Figure 1. Signal wires on met1.
Scale bar: 20 um.
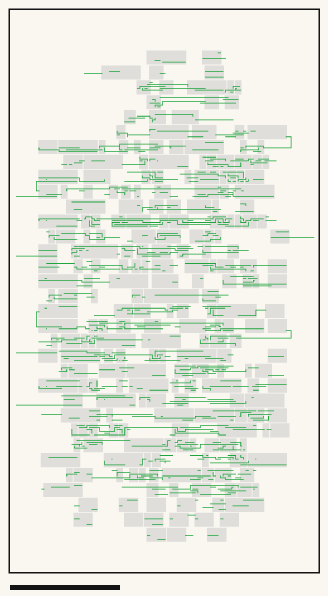
Figure 2. Met2 routing.
Scale bar: 20 um.
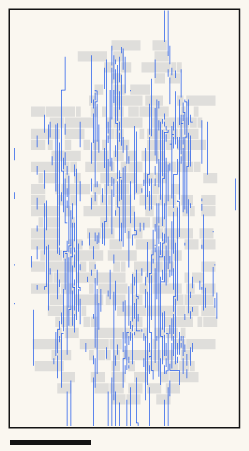
==> config.mk <==
export PLATFORM = sky130hd
export DESIGN_NAME = spi_master_param
export DESIGN_NICKNAME = d
export VERILOG_FILES = /design/src/rtl/spi_master_param.sv
export SDC_FILE = /design/constraint.sdc
export NUM_CORES = 1
export LEC_CHECK = 0
export CAP_MARGIN = 20
export CORE_ASPECT_RATIO = 2
export CORE_MARGIN = 5
export CORE_UTILIZATION = 45
export CTS_CLUSTER_DIAMETER = 150
export CTS_CLUSTER_SIZE = 25
export DETAILED_ROUTE_END_ITERATION = 8
export GPL_ROUTABILITY_DRIVEN = 0
export GPL_TIMING_DRIVEN = 1
export PLACE_DENSITY = 0.69
export SYNTH_ARGS = -nofsm -noshare
export SYNTH_HDL_FRONTEND = slang
export SYNTH_SLANG_ARGS = --single-unit
==> constraint.sdc <==
create_clock -name IN_SCLK -period 2.83 [get_ports IN_SCLK]
set_clock_uncertainty 0.05 [all_clocks]
set_input_delay 0.849 -clock IN_SCLK [delete_from_list [all_inputs] [get_ports IN_SCLK]]
set_output_delay 0.849 -clock IN_SCLK [all_outputs]
set_load 0.01 [all_outputs]
==> src/rtl/spi_master_param.sv <==
// Parametrised SPI master: DATA_W-bit words, CLK_DIV SCLK divider, all CPOL/CPHA modes, NUM_CS selects.
// Define LSB_FIRST_EN to add the LSB_FIRST input (per-transfer LSB-first shifting).
module spi_master_param #(
  parameter int DATA_W  = 8,
  parameter int CLK_DIV = 2,
  parameter int NUM_CS  = 2,
  parameter int CS_W    = 1
) (
  input  logic              IN_SCLK,
  input  logic              RST,
  input  logic              W_STB,
  input  logic [DATA_W-1:0] W_DATA,
  input  logic [1:0]        MODE,
  input  logic [CS_W-1:0]   CS_SEL,
`ifdef LSB_FIRST_EN
  input  logic              LSB_FIRST,
`endif
  output logic              W_ACK,
  output logic [DATA_W-1:0] R_DATA,
  output logic              R_STB,
  input  logic              R_ACK,
  output logic              OVR,
  output logic              BUSY,
  output logic              SCLK,
  output logic              MOSI,
  input  logic              MISO,
  output logic [NUM_CS-1:0] CS_N
);

  localparam int DIV_W  = (CLK_DIV > 1) ? $clog2(CLK_DIV) : 1;
  localparam int EDGE_W = $clog2(2 * DATA_W + 1);
  localparam logic [DIV_W-1:0]  DIV_LAST  = DIV_W'(CLK_DIV - 1);
  localparam logic [EDGE_W-1:0] EDGE_END  = EDGE_W'(2 * DATA_W);
  localparam logic [EDGE_W-1:0] EDGE_LAST = EDGE_W'(2 * DATA_W - 1);

  typedef enum logic [1:0] {IDLE, SETUP, SHIFT, HOLD} state_t;

  state_t              state_q, state_d;
  logic [DIV_W-1:0]    div_cnt_q, div_cnt_d;
  logic [EDGE_W-1:0]   edge_cnt_q, edge_cnt_d;
  logic [DATA_W-1:0]   tx_q, tx_d;
  logic [DATA_W-1:0]   rx_q, rx_d;
  logic [DATA_W-1:0]   r_data_q, r_data_d;
  logic [NUM_CS-1:0]   cs_n_q, cs_n_d;
  logic [1:0]          mode_q, mode_d;
  logic                lsb_q, lsb_d;
  logic                mosi_q, mosi_d;
  logic                sclk_q, sclk_d;
  logic                w_ack_q, w_ack_d;
  logic                r_stb_q, r_stb_d;
  logic                ovr_q, ovr_d;

  logic                lsb_in;
  logic                tick;
  logic                do_edge;
  logic                leading;
  logic                done;

`ifdef LSB_FIRST_EN
  assign lsb_in = LSB_FIRST;
`else
  assign lsb_in = 1'b0;
`endif

  always_comb begin
    state_d    = state_q;
    div_cnt_d  = div_cnt_q;
    edge_cnt_d = edge_cnt_q;
    tx_d       = tx_q;
    rx_d       = rx_q;
    r_data_d   = r_data_q;
    cs_n_d     = cs_n_q;
    mode_d     = mode_q;
    lsb_d      = lsb_q;
    mosi_d     = mosi_q;
    sclk_d     = sclk_q;
    w_ack_d    = 1'b0;
    r_stb_d    = r_stb_q;
    ovr_d      = ovr_q;
    do_edge    = 1'b0;
    done       = 1'b0;
    leading    = ~edge_cnt_q[0];
    tick       = (div_cnt_q == DIV_LAST);

    case (state_q)
      IDLE: begin
        if (W_STB) begin
          state_d    = SETUP;
          w_ack_d    = 1'b1;
          tx_d       = W_DATA;
          rx_d       = '0;
          mode_d     = MODE;
          lsb_d      = lsb_in;
          sclk_d     = MODE[1];
          mosi_d     = lsb_in ? W_DATA[0] : W_DATA[DATA_W-1];
          div_cnt_d  = '0;
          edge_cnt_d = '0;
          for (int i = 0; i < NUM_CS; i++) cs_n_d[i] = (CS_SEL != CS_W'(i));
        end
      end
      SETUP: begin
        div_cnt_d = tick ? '0 : div_cnt_q + DIV_W'(1);
        if (tick) begin
          state_d = SHIFT;
          do_edge = 1'b1;
        end
      end
      SHIFT: begin
        div_cnt_d = tick ? '0 : div_cnt_q + DIV_W'(1);
        if (tick) begin
          if (edge_cnt_q == EDGE_END) begin
            state_d = HOLD;
            done    = 1'b1;
          end else begin
            do_edge = 1'b1;
          end
        end
      end
      HOLD: begin
        div_cnt_d = tick ? '0 : div_cnt_q + DIV_W'(1);
        sclk_d    = mode_q[1];
        if (tick) begin
          state_d = IDLE;
          cs_n_d  = '1;
          mosi_d  = 1'b1;
        end
      end
      default: state_d = IDLE;
    endcase

    // Even edge counts are leading SCLK edges; CPHA picks which edge samples and which drives.
    if (do_edge) begin
      sclk_d     = ~sclk_q;
      edge_cnt_d = edge_cnt_q + EDGE_W'(1);
      if (leading != mode_q[0])
        rx_d = lsb_q ? {MISO, rx_q[DATA_W-1:1]} : {rx_q[DATA_W-2:0], MISO};
      if (mode_q[0] ? (leading && edge_cnt_q != '0) : (!leading && edge_cnt_q != EDGE_LAST)) begin
        tx_d   = lsb_q ? (tx_q >> 1) : (tx_q << 1);
        mosi_d = lsb_q ? tx_q[1] : tx_q[DATA_W-2];
      end
    end

    // A completing word wins over a same-cycle acknowledge, leaving OVR untouched.
    if (done) begin
      r_data_d = rx_q;
      r_stb_d  = 1'b1;
      if (r_stb_q && !R_ACK) ovr_d = 1'b1;
    end else if (R_ACK && r_stb_q) begin
      r_stb_d = 1'b0;
      ovr_d   = 1'b0;
    end
  end

  always_ff @(posedge IN_SCLK) begin
    if (RST) begin
      state_q    <= IDLE;
      div_cnt_q  <= '0;
      edge_cnt_q <= '0;
      tx_q       <= '0;
      rx_q       <= '0;
      r_data_q   <= '0;
      cs_n_q     <= '1;
      mode_q     <= 2'b00;
      lsb_q      <= 1'b0;
      mosi_q     <= 1'b1;
      sclk_q     <= 1'b0;
      w_ack_q    <= 1'b0;
      r_stb_q    <= 1'b0;
      ovr_q      <= 1'b0;
    end else begin
      state_q    <= state_d;
      div_cnt_q  <= div_cnt_d;
      edge_cnt_q <= edge_cnt_d;
      tx_q       <= tx_d;
      rx_q       <= rx_d;
      r_data_q   <= r_data_d;
      cs_n_q     <= cs_n_d;
      mode_q     <= mode_d;
      lsb_q      <= lsb_d;
      mosi_q     <= mosi_d;
      sclk_q     <= sclk_d;
      w_ack_q    <= w_ack_d;
      r_stb_q    <= r_stb_d;
      ovr_q      <= ovr_d;
    end
  end

  assign W_ACK  = w_ack_q;
  assign R_DATA = r_data_q;
  assign R_STB  = r_stb_q;
  assign OVR    = ovr_q;
  assign BUSY   = (state_q != IDLE);
  assign SCLK   = sclk_q;
  assign MOSI   = mosi_q;
  assign CS_N   = cs_n_q;

endmodule
==> metrics.cfg <==
[outcome]
status=completed

[logic_synthesis]
xor_area_share_pct=0.455
ys_seq_share_pct=41.6
ys_types=40
synthArstFlopShare_pct=0

[route]
drtAntennaViolNets=0
drc=0
dr.pass1.iters=4
highest_layer=met4
wl_met3_um=150
vias_per_cell=5.51

[global_routing]
use_met1_pct=17.0

[min_path]
holdCritStartpoint=tx_q[1]$_SDFF_PP0_

[placed_design]
numPortBuffers=31
place_area_um2=2290

[worst_setup_path]
path_buffers=3
slowest_delay_ps=530
r2r_end=tx_q[4]$_SDFF_PP0_
r2r-start=edge_cnt_q[0]$_SDFFE_PP0P_
crit_slowest_cell=clkdlybuf4s50_1
start_kind=flip-flop
startpoint=state_q[0]$_SDFFE_PP0P_
cp_num_cells=4
worstPathMaxFanout=5

[sta]
timing.fmax_mhz=394
rsz0062_at_grt=no
worst_pin_slew_ps=696
period_minus_slack_ps=2540
final.setup.tns_ps=0
hold_viol=0

[power]
top_power_group=sequential cells
p_leak_uw=0.000863
ir_drop_uv=455

[cts]
clkSinkCount=40

[die]
dieArea_um2=5770

[finish]
logic_gate_count=148

Notes on Figure 1 above:
share of all routed wire: 41%
longest straight run: 21.6 um
wire length on this layer: 1,780 um

Notes on Figure 2 above:
longest straight run: 39.8 um
nets with wire on the layer: 225
share of all routed wire: 54%
wire length on this layer: 2,340 um
main direction: vertical

-- Yosys cell counts, drive strengths merged (2+ instances only) --
master / n / area (um2)
nor3: 3 / 15.0
nand2b: 4 / 25.0
nor2b: 2 / 12.5
or3b: 2 / 17.5
nor2: 18 / 67.6
a21oi: 19 / 95.1
o41ai: 2 / 17.5
inv: 18 / 67.6
clkbuf: 11 / 41.3
a221oi: 6 / 52.6
o32ai: 2 / 17.5
nand2: 13 / 48.8
a32oi: 2 / 36.3
nand3b: 2 / 15.0
or2: 3 / 18.8
buf: 4 / 25.0
nand3: 15 / 75.1
o211ai: 3 / 22.5
ha: 8 / 100
a211oi: 8 / 60.1
dfxtp: 40 / 801
o211a: 2 / 20.0
mux2i: 10 / 100
and3: 8 / 50.1
o21ai: 4 / 20.0
